==> src/rtl/alu_operand_fetch_if.sv <==
// Signal bundle between the decoder, internal RAM read port, ALU and the operand-fetch stage.
// The slave modport is the fetch stage's view; master is the surrounding logic's view.
interface alu_operand_fetch_if #(
  parameter int RAM_AW = 8
);
  logic              start;
  logic [4:0]        op_in;
  logic [2:0]        a_mode;
  logic [7:0]        a_sel;
  logic [2:0]        b_mode;
  logic [7:0]        b_sel;
  logic [7:0]        acc;
  logic [7:0]        psw;
  logic [7:0]        ram_rd_data;
  logic              ram_rd_en;
  logic [RAM_AW-1:0] ram_rd_addr;
  logic [7:0]        a_data;
  logic [7:0]        b_data;
  logic [4:0]        alu_op;
  logic              alu_en;
  logic              busy;

  modport master (
    output start, op_in, a_mode, a_sel, b_mode, b_sel, acc, psw, ram_rd_data,
    input  ram_rd_en, ram_rd_addr, a_data, b_data, alu_op, alu_en, busy
  );

  modport slave (
    input  start, op_in, a_mode, a_sel, b_mode, b_sel, acc, psw, ram_rd_data,
    output ram_rd_en, ram_rd_addr, a_data, b_data, alu_op, alu_en, busy
  );
endinterface

==> src/rtl/alu_operand_fetch.sv <==
// Operand-fetch stage: gathers two 8-bit operands (ACC, immediate, Rn, direct, @Ri)
// through one synchronous RAM read port, then strobes alu_en for one cycle.
module alu_operand_fetch #(
  parameter int RAM_AW = 8
) (
  input logic               clk,
  input logic               rst_n,
  alu_operand_fetch_if.slave bus
);

  typedef enum logic [2:0] {
    IDLE, A_ISSUE, A_IND, A_CAP, B_ISSUE, B_IND, B_CAP, EXEC
  } state_e;

  state_e     state_q, state_d;
  logic [4:0] op_q, op_d;
  logic [2:0] aMode_q, aMode_d, bMode_q, bMode_d;
  logic [7:0] aSel_q, aSel_d, bSel_q, bSel_d;
  logic [7:0] acc_q, acc_d;
  logic [1:0] bank_q, bank_d;
  logic [7:0] aData_q, aData_d, bData_q, bData_d;
  logic       rdEn;
  logic [7:0] rawAddr;
  logic       unusedPsw;

  assign unusedPsw = ^{bus.psw[7:5], bus.psw[2:0]};

  function automatic logic needsRam(input logic [2:0] mode);
    return (mode == 3'd1) || (mode == 3'd2) || (mode == 3'd3);
  endfunction

  function automatic logic [7:0] directValue(input logic [2:0] mode,
                                             input logic [7:0] sel,
                                             input logic [7:0] accVal);
    case (mode)
      3'd0:    return accVal;
      3'd4:    return sel;
      default: return 8'h00;
    endcase
  endfunction

  // First read address: register-bank slot for Rn and the @Ri pointer, raw sel for direct.
  function automatic logic [7:0] issueAddr(input logic [2:0] mode,
                                           input logic [7:0] sel,
                                           input logic [1:0] bank);
    case (mode)
      3'd1:    return {3'b000, bank, sel[2:0]};
      3'd3:    return {3'b000, bank, 2'b00, sel[0]};
      default: return sel;
    endcase
  endfunction

  always_comb begin
    state_d = state_q;
    op_d    = op_q;
    aMode_d = aMode_q;
    aSel_d  = aSel_q;
    bMode_d = bMode_q;
    bSel_d  = bSel_q;
    acc_d   = acc_q;
    bank_d  = bank_q;
    aData_d = aData_q;
    bData_d = bData_q;
    rdEn    = 1'b0;
    rawAddr = 8'h00;

    case (state_q)
      IDLE: begin
        if (bus.start) begin
          op_d    = bus.op_in;
          aMode_d = bus.a_mode;
          aSel_d  = bus.a_sel;
          bMode_d = bus.b_mode;
          bSel_d  = bus.b_sel;
          acc_d   = bus.acc;
          bank_d  = bus.psw[4:3];
          if (needsRam(bus.a_mode)) begin
            state_d = A_ISSUE;
          end else begin
            aData_d = directValue(bus.a_mode, bus.a_sel, bus.acc);
            if (needsRam(bus.b_mode)) begin
              state_d = B_ISSUE;
            end else begin
              bData_d = directValue(bus.b_mode, bus.b_sel, bus.acc);
              state_d = EXEC;
            end
          end
        end
      end
      A_ISSUE: begin
        rdEn    = 1'b1;
        rawAddr = issueAddr(aMode_q, aSel_q, bank_q);
        state_d = (aMode_q == 3'd3) ? A_IND : A_CAP;
      end
      A_IND: begin
        rdEn    = 1'b1;
        rawAddr = bus.ram_rd_data;
        state_d = A_CAP;
      end
      A_CAP: begin
        aData_d = bus.ram_rd_data;
        if (needsRam(bMode_q)) begin
          state_d = B_ISSUE;
        end else begin
          bData_d = directValue(bMode_q, bSel_q, acc_q);
          state_d = EXEC;
        end
      end
      B_ISSUE: begin
        rdEn    = 1'b1;
        rawAddr = issueAddr(bMode_q, bSel_q, bank_q);
        state_d = (bMode_q == 3'd3) ? B_IND : B_CAP;
      end
      B_IND: begin
        rdEn    = 1'b1;
        rawAddr = bus.ram_rd_data;
        state_d = B_CAP;
      end
      B_CAP: begin
        bData_d = bus.ram_rd_data;
        state_d = EXEC;
      end
      EXEC:    state_d = IDLE;
      default: state_d = IDLE;
    endcase
  end

  always_ff @(posedge clk) begin
    if (!rst_n) begin
      state_q <= IDLE;
      op_q    <= '0;
      aMode_q <= '0;
      aSel_q  <= '0;
      bMode_q <= '0;
      bSel_q  <= '0;
      acc_q   <= '0;
      bank_q  <= '0;
      aData_q <= '0;
      bData_q <= '0;
    end else begin
      state_q <= state_d;
      op_q    <= op_d;
      aMode_q <= aMode_d;
      aSel_q  <= aSel_d;
      bMode_q <= bMode_d;
      bSel_q  <= bSel_d;
      acc_q   <= acc_d;
      bank_q  <= bank_d;
      aData_q <= aData_d;
      bData_q <= bData_d;
    end
  end

  // rawAddr is already zero outside ISSUE/IND; the cast drops bits above RAM_AW.
  assign bus.ram_rd_en   = rdEn;
  assign bus.ram_rd_addr = RAM_AW'(rawAddr);
  assign bus.a_data      = aData_q;
  assign bus.b_data      = bData_q;
  assign bus.alu_op      = op_q;
  assign bus.alu_en      = (state_q == EXEC);
  assign bus.busy        = (state_q != IDLE);

endmodule

==> src/flat_wrapper.sv <==
// flat-port wrapper written by rule: the top's interface ports become plain ports
module alu_operand_fetch_flat 
#(
  parameter int RAM_AW = 8
)
  (clk, rst_n, bus_start, bus_op_in, bus_a_mode, bus_a_sel, bus_b_mode, bus_b_sel, bus_acc, bus_psw, bus_ram_rd_data, bus_ram_rd_en, bus_ram_rd_addr, bus_a_data, bus_b_data, bus_alu_op, bus_alu_en, bus_busy);
  alu_operand_fetch_if #(.RAM_AW(RAM_AW)) bus_i ();
  input logic clk;
  input logic rst_n;
  input wire logic [$bits(bus_i.start)-1:0] bus_start;
  input wire logic [$bits(bus_i.op_in)-1:0] bus_op_in;
  input wire logic [$bits(bus_i.a_mode)-1:0] bus_a_mode;
  input wire logic [$bits(bus_i.a_sel)-1:0] bus_a_sel;
  input wire logic [$bits(bus_i.b_mode)-1:0] bus_b_mode;
  input wire logic [$bits(bus_i.b_sel)-1:0] bus_b_sel;
  input wire logic [$bits(bus_i.acc)-1:0] bus_acc;
  input wire logic [$bits(bus_i.psw)-1:0] bus_psw;
  input wire logic [$bits(bus_i.ram_rd_data)-1:0] bus_ram_rd_data;
  output wire logic [$bits(bus_i.ram_rd_en)-1:0] bus_ram_rd_en;
  output wire logic [$bits(bus_i.ram_rd_addr)-1:0] bus_ram_rd_addr;
  output wire logic [$bits(bus_i.a_data)-1:0] bus_a_data;
  output wire logic [$bits(bus_i.b_data)-1:0] bus_b_data;
  output wire logic [$bits(bus_i.alu_op)-1:0] bus_alu_op;
  output wire logic [$bits(bus_i.alu_en)-1:0] bus_alu_en;
  output wire logic [$bits(bus_i.busy)-1:0] bus_busy;
  assign bus_i.start = bus_start;
  assign bus_i.op_in = bus_op_in;
  assign bus_i.a_mode = bus_a_mode;
  assign bus_i.a_sel = bus_a_sel;
  assign bus_i.b_mode = bus_b_mode;
  assign bus_i.b_sel = bus_b_sel;
  assign bus_i.acc = bus_acc;
  assign bus_i.psw = bus_psw;
  assign bus_i.ram_rd_data = bus_ram_rd_data;
  assign bus_ram_rd_en = bus_i.ram_rd_en;
  assign bus_ram_rd_addr = bus_i.ram_rd_addr;
  assign bus_a_data = bus_i.a_data;
  assign bus_b_data = bus_i.b_data;
  assign bus_alu_op = bus_i.alu_op;
  assign bus_alu_en = bus_i.alu_en;
  assign bus_busy = bus_i.busy;
  alu_operand_fetch #(.RAM_AW(RAM_AW)) u_core (.clk(clk), .rst_n(rst_n), .bus(bus_i));
endmodule
==> config.mk <==
export PLATFORM = sky130hd
export DESIGN_NAME = alu_operand_fetch_flat
export DESIGN_NICKNAME = d
export VERILOG_FILES = /design/src/rtl/alu_operand_fetch_if.sv /design/src/rtl/alu_operand_fetch.sv /design/src/flat_wrapper.sv
export SDC_FILE = /design/constraint.sdc
export NUM_CORES = 1
export LEC_CHECK = 0
export CAP_MARGIN = 20
export CORE_MARGIN = 5
export CORE_UTILIZATION = 51
export DETAILED_ROUTE_END_ITERATION = 10
export PLACE_DENSITY = 0.85
export RECOVER_POWER = 25
export SYNTH_ARGS = -nofsm -noshare
export SYNTH_HDL_FRONTEND = slang
export SYNTH_SLANG_ARGS = --single-unit
==> constraint.sdc <==
create_clock -name clk -period 3.9 [get_ports clk]
set_clock_uncertainty 0.15 [all_clocks]
set_input_delay 0.78 -clock clk [delete_from_list [all_inputs] [get_ports clk]]
set_output_delay 0.78 -clock clk [all_outputs]
set_load 0.02 [all_outputs]
==> reports/results.txt, run 1 <==
worst reg2reg endpoint = u_core.bMode_q[2]
die width = 85.7 um
Arr. time, crit path = 2460 ps
layout cells sized above 1 = 7.24%
violated checks = capacitance limit, slew limit
Final Max Slew Viols = 40
Tcrit/Tclk final = 87.0%
Pwr Density = 477 nW/um2
setup ws final = 509 ps
detailed-route wire length per cell = 16.8 um
FP Util = 52.8%
row cnt = 27
Leakage Power = 0.00149 uW
sequential power share = 39.8%
ys cells = 361
crit path launch type = register
max cap viols = 1
combinational power share = 41.5%
setup_tns = 0 ps
placed cell area = 3710 um2
total power = 1820 uW
clk slew on worst S/H paths = 110 ps
CTS resizes = 0
status = finished, violations left
final core utilization = 68.7%
==> run 1: critical path: cells and delay by family (launching register included) <==
| kind | cells | cell delay [ps] |
|---|---|---|
| flip-flops | 1 | 710 |
| buffers and inverters | 1 | 540 |
| AND-OR/OR-AND | 2 | 430 |
| AND/OR/NAND/NOR | 1 | 270 |
| multiplexers | 1 | 190 |
==> run 1: state kept, by name, indices dropped and copies added, names as in the netlist, 5 cells and up <==
signal	flops
u_core.acc_q	8
u_core.aSel_q	8
u_core.bus.alu_op	5
u_core.bSel_q	8
u_core.bus.b_data	8
u_core.bus.a_data	8
==> run 1: kinds of logic after synthesis <==
kind of cell           Yosys count
AND-OR/OR-AND                  112
XOR/XNOR                         1
buffers and inverters           40
flip-flops                      56
multiplexers                    29
AND/OR/NAND/NOR                123
==> run 1: metal layers <==
layer  up-vias  wire [um]  track usage, %
li1       1408          -               -
met1      1353       3650            29.8
met2       124       4030            38.0
met3        19        506            3.94
met4         0        196            7.77
met5         -          0               0
==> run 1: synth_stat cells (5+ instances only) <==
master / n
clkbuf_1: 11
inv_1: 13
mux2i_1: 20
buf_4: 5
a2bb2oi_1: 8
mux2_2: 9
nor2_1: 10
dfxtp_1: 56
buf_2: 7
nand2_1: 90
a21oi_1: 56
o31ai_1: 8
o32ai_1: 8
o2bb2ai_1: 8
==> run 1: layout make-up <==
class | instances | area share, %
inverters | 13 | 1.28
clock buffers | 6 | 2.17
well taps | 72 | 2.37
multi-input cells | 265 | 42.3
flip-flops and latches | 56 | 29.5
repair buffers | 86 | 22.1
clock inverters | 2 | 0.394
==> run 1: how the worst max path moves through the flow <==
| stage | end | slack [ps] | cells past startpoint |
|---|---|---|---|
| after floorplan | bus_ram_rd_addr[0] | 1520 | 6 |
| after global placement | bus_ram_rd_addr[0] | 620 | 5 |
| after detailed placement | bus_ram_rd_addr[0] | 550 | 5 |
| after CTS | bus_ram_rd_addr[3] | 510 | 5 |
| after global routing | bus_ram_rd_addr[4] | 350 | 5 |
| final | bus_ram_rd_addr[3] | 510 | 5 |
==> run 1: power groups by stage <==
stage,sequential (uW),clock [uW],combinational [uW]
2_1_floorplan,755,0,461
3_3_place_gp,731,0,742
3_5_place_dp,734,0,758
4_1_cts,722,346,762
5_1_grt,734,371,815
6_report,723,340,755
==> run 1: placed cells by master, fill, tap and decap left out, types with 2 or more instances in the layout <==
master / Yosys / routed
o2bb2ai_1: 8 / 8
mux2i_1: 20 / 20
nand2_1: 90 / 90
a22oi_1: 3 / 3
a222oi_1: 2 / 2
mux2_2: 9 / 9
a21oi_1: 56 / 56
nor2b_1: 2 / 2
clkdlybuf4s50_1: 0 / 58
or3_1: 2 / 2
o31ai_1: 8 / 8
a21oi_2: 2 / 2
dfxtp_1: 56 / 56
nand2b_1: 2 / 2
clkbuf_8: 0 / 6
dlygate4sd3_1: 0 / 21
o32ai_1: 8 / 8
a221o_1: 2 / 2
nor2_1: 10 / 10
o21ai_0: 3 / 3
and3_1: 3 / 3
a2bb2oi_1: 8 / 8
clkinvlp_4: 0 / 2
buf_4: 5 / 6
inv_1: 13 / 13
o21bai_1: 3 / 3
nand3b_1: 2 / 2
==> run_1/metal_stack.png <==
The bar under the picture is 20 um long.
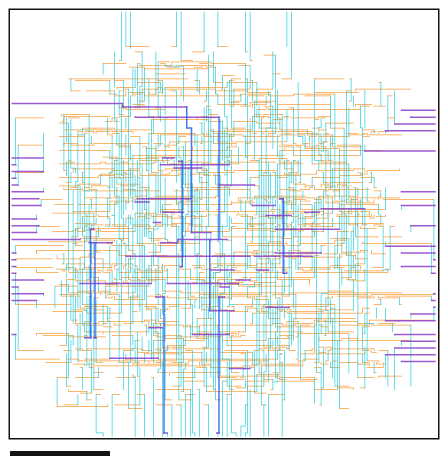
| layer | color | wire length |
|---|---|---|
| met2 | cyan | 4,030 um |
| met3 | purple | 506 um |
| met1 | orange | 3,650 um |
| met4 | blue | 196 um |

==> run_1/final_clocks.png <==
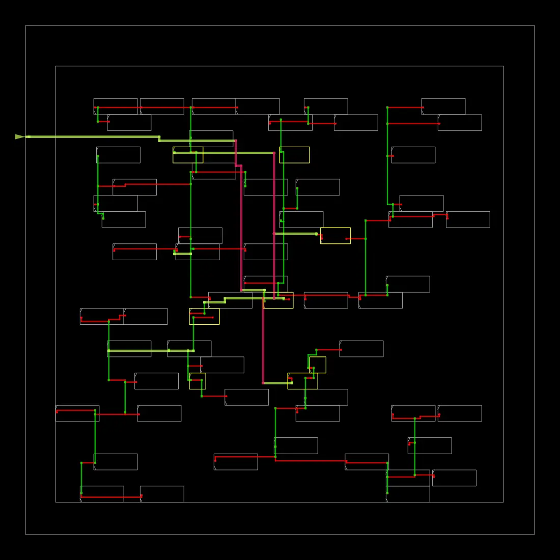
Flops: 56
Num CTS Buffers: 5

==> run_1/clock_map.png <==
The bar under the picture is 20 um long.
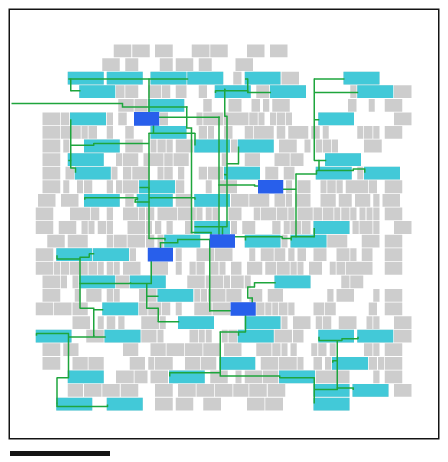
[clock wires] green | length: 642 um
[flip-flops] cyan | count: 56
[cells driving clock nets] blue | count: 5
routed clock nets: 6
Latency at later pin: 320 ps
Clk pwr share: 18.7%
Clk. pwr: 340 uW

==> run_1/pins.png <==
Pins as bars across the die edge, other pins in gray.
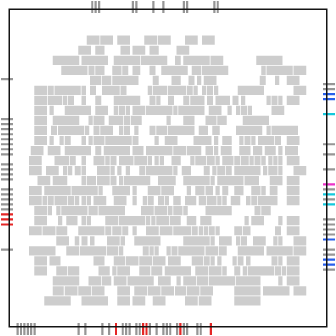

## Run 2: what changed since run 1
CAP_MARGIN = not set   (was 20)
clock period = 4.1 ns   (was 3.9 ns; I/O delays follow)
==> run_2/pins.png <==
Pins as bars across the die edge, other pins in gray.
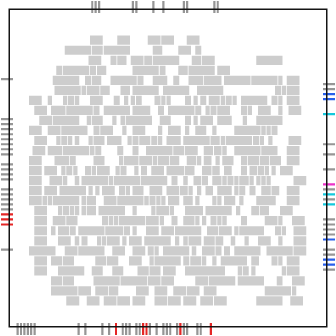
| port | color | pins | direction | edge |
|---|---|---|---|---|
| bus_op_in | blue | 5 | input | right |
| bus_a_sel | red | 8 | input | 5 bottom, 3 left |
| bus_start | magenta | 1 | input | right |
| bus_b_mode | cyan | 3 | input | right |
all pins by edge: 30 bottom, 23 right, 22 left, 11 top
number of buffer cells added on primary ports: 79
Die Y: 85.7 um

==> reports/results.txt, run 2 <==
status = finished, violations left
violated checks = capacitance limit, slew limit
Leakage Power = 0.00150 uW
gpl congestion = 0.910
Post-synth top cells = 90 x nand2_1, 56 x a21oi_1, 56 x dfxtp_1
Pwr Density = 462 nW/um2
row cnt = 27
most frequent cell after synthesis = nand2_1
Final Max Slew Viols = 40
ys cells = 361
Tcrit/Tclk final = 88.4%
detailed-route wire length per cell = 16.8 um
FP Util = 52.8%
Arr. time, crit path = 2650 ps
CTS resizes = 0
clk slew on worst S/H paths = 90 ps
Num CTS Buffers = 5
die width = 85.7 um
most frequent cells in the layout = 90 x nand2_1, 58 x clkdlybuf4s50_1, 56 x a21oi_1, 56 x dfxtp_1, 21 x dlygate4sd3_1
Nets = 479
max cap viols = 1
Top cell excl fill/tap = nand2_1
setup ws final = 476 ps
==> run_2/registers.png <==
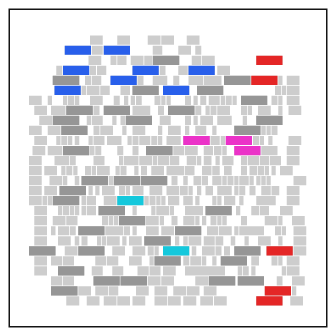
| netlist name | color | placed flops |
|---|---|---|
| u_core.bus.b_data | blue | 8 |
| u_core.bank_q | cyan | 2 |
| u_core.bus.alu_op | red | 5 |
| u_core.state_q | magenta | 3 |
not colored: 38

## run 2: cell families (layout without fill, tap and decap cells)
kind of cell / count (synthesis) / count (layout)
AOI/OAI and AO/OA: 112 / 112
xor gates and xnor gates: 1 / 1
buffers and inverters: 40 / 105
muxes: 29 / 29
DFF: 56 / 56
and+or+nand+nor: 123 / 123
## run 2: metal layers
layer | part of all wire, % | GRT usage [%] | wire [um] | vias up
met4 | 3.1 | 9.93 | 261 | 0
met5 | 0 | 0 | 0 | -
li1 | - | - | - | 1405
met1 | 42 | 30.4 | 3540 | 1359
met2 | 48 | 38.9 | 4020 | 119
met3 | 6.5 | 4.42 | 548 | 25
## run 2: worst max-delay path, stage by stage (launching register included)
cell and delay, ps:
dfxtp_1 740, nor3b_1 240, o21bai_1 320, a222oi_1 430
inv_1 80, clkdlybuf4s50_1 540
## run 2: final cells by class
type | instances | area [um2] | area share (%)
flip-flops and latches | 56 | 1120 | 29.5
clock inverters | 2 | 35.0 | 0.922
inverters | 13 | 48.8 | 1.28
multi-input cells | 265 | 1610 | 42.3
clock buffers | 6 | 72.6 | 1.91
well taps | 72 | 90.1 | 2.37
repair buffers | 84 | 825 | 21.7
## run 2: path summary, 6_finish.rpt
| kind | cells past startpoint | slack (ps) | startpoint | end |
|---|---|---|---|---|
| worst max-delay path | 5 | 480 | u_core.state_q[2] | bus_ram_rd_addr[2] |
| worst min-delay path | 2 | 310 | u_core.aMode_q[2] | u_core.aMode_q[2] |
| worst max register to register | 4 | 1580 | u_core.state_q[2] | u_core.aMode_q[1] |
| worst min register to register | 2 | 310 | u_core.aMode_q[2] | u_core.aMode_q[2] |
## run 2: per-stage QoR
step                      instances  hold slack, ps  utilization, %  cell area [um2]  power (uW)
after floorplan                 361             282               -             2920        1160
after global placement          490             286            66.7             3700        1390
after detailed placement        490             296            66.7             3700        1420
after CTS                       498             310            68.7             3800        1770
after global routing            498             334            68.6             3800        1860
final                           498             309            68.6             3800        1760
## run 2: report_power, final
part	switching, uW	internal, uW	leakage [uW]	total [uW]
Combinational	416	295	0.000984	711
Sequential	63.3	627	0.000457	691
Clock	175	182	0.0000552	356
Total	654	1100	0.00150	1760
No activity file was given, so power comes from the tool's default toggle rates.
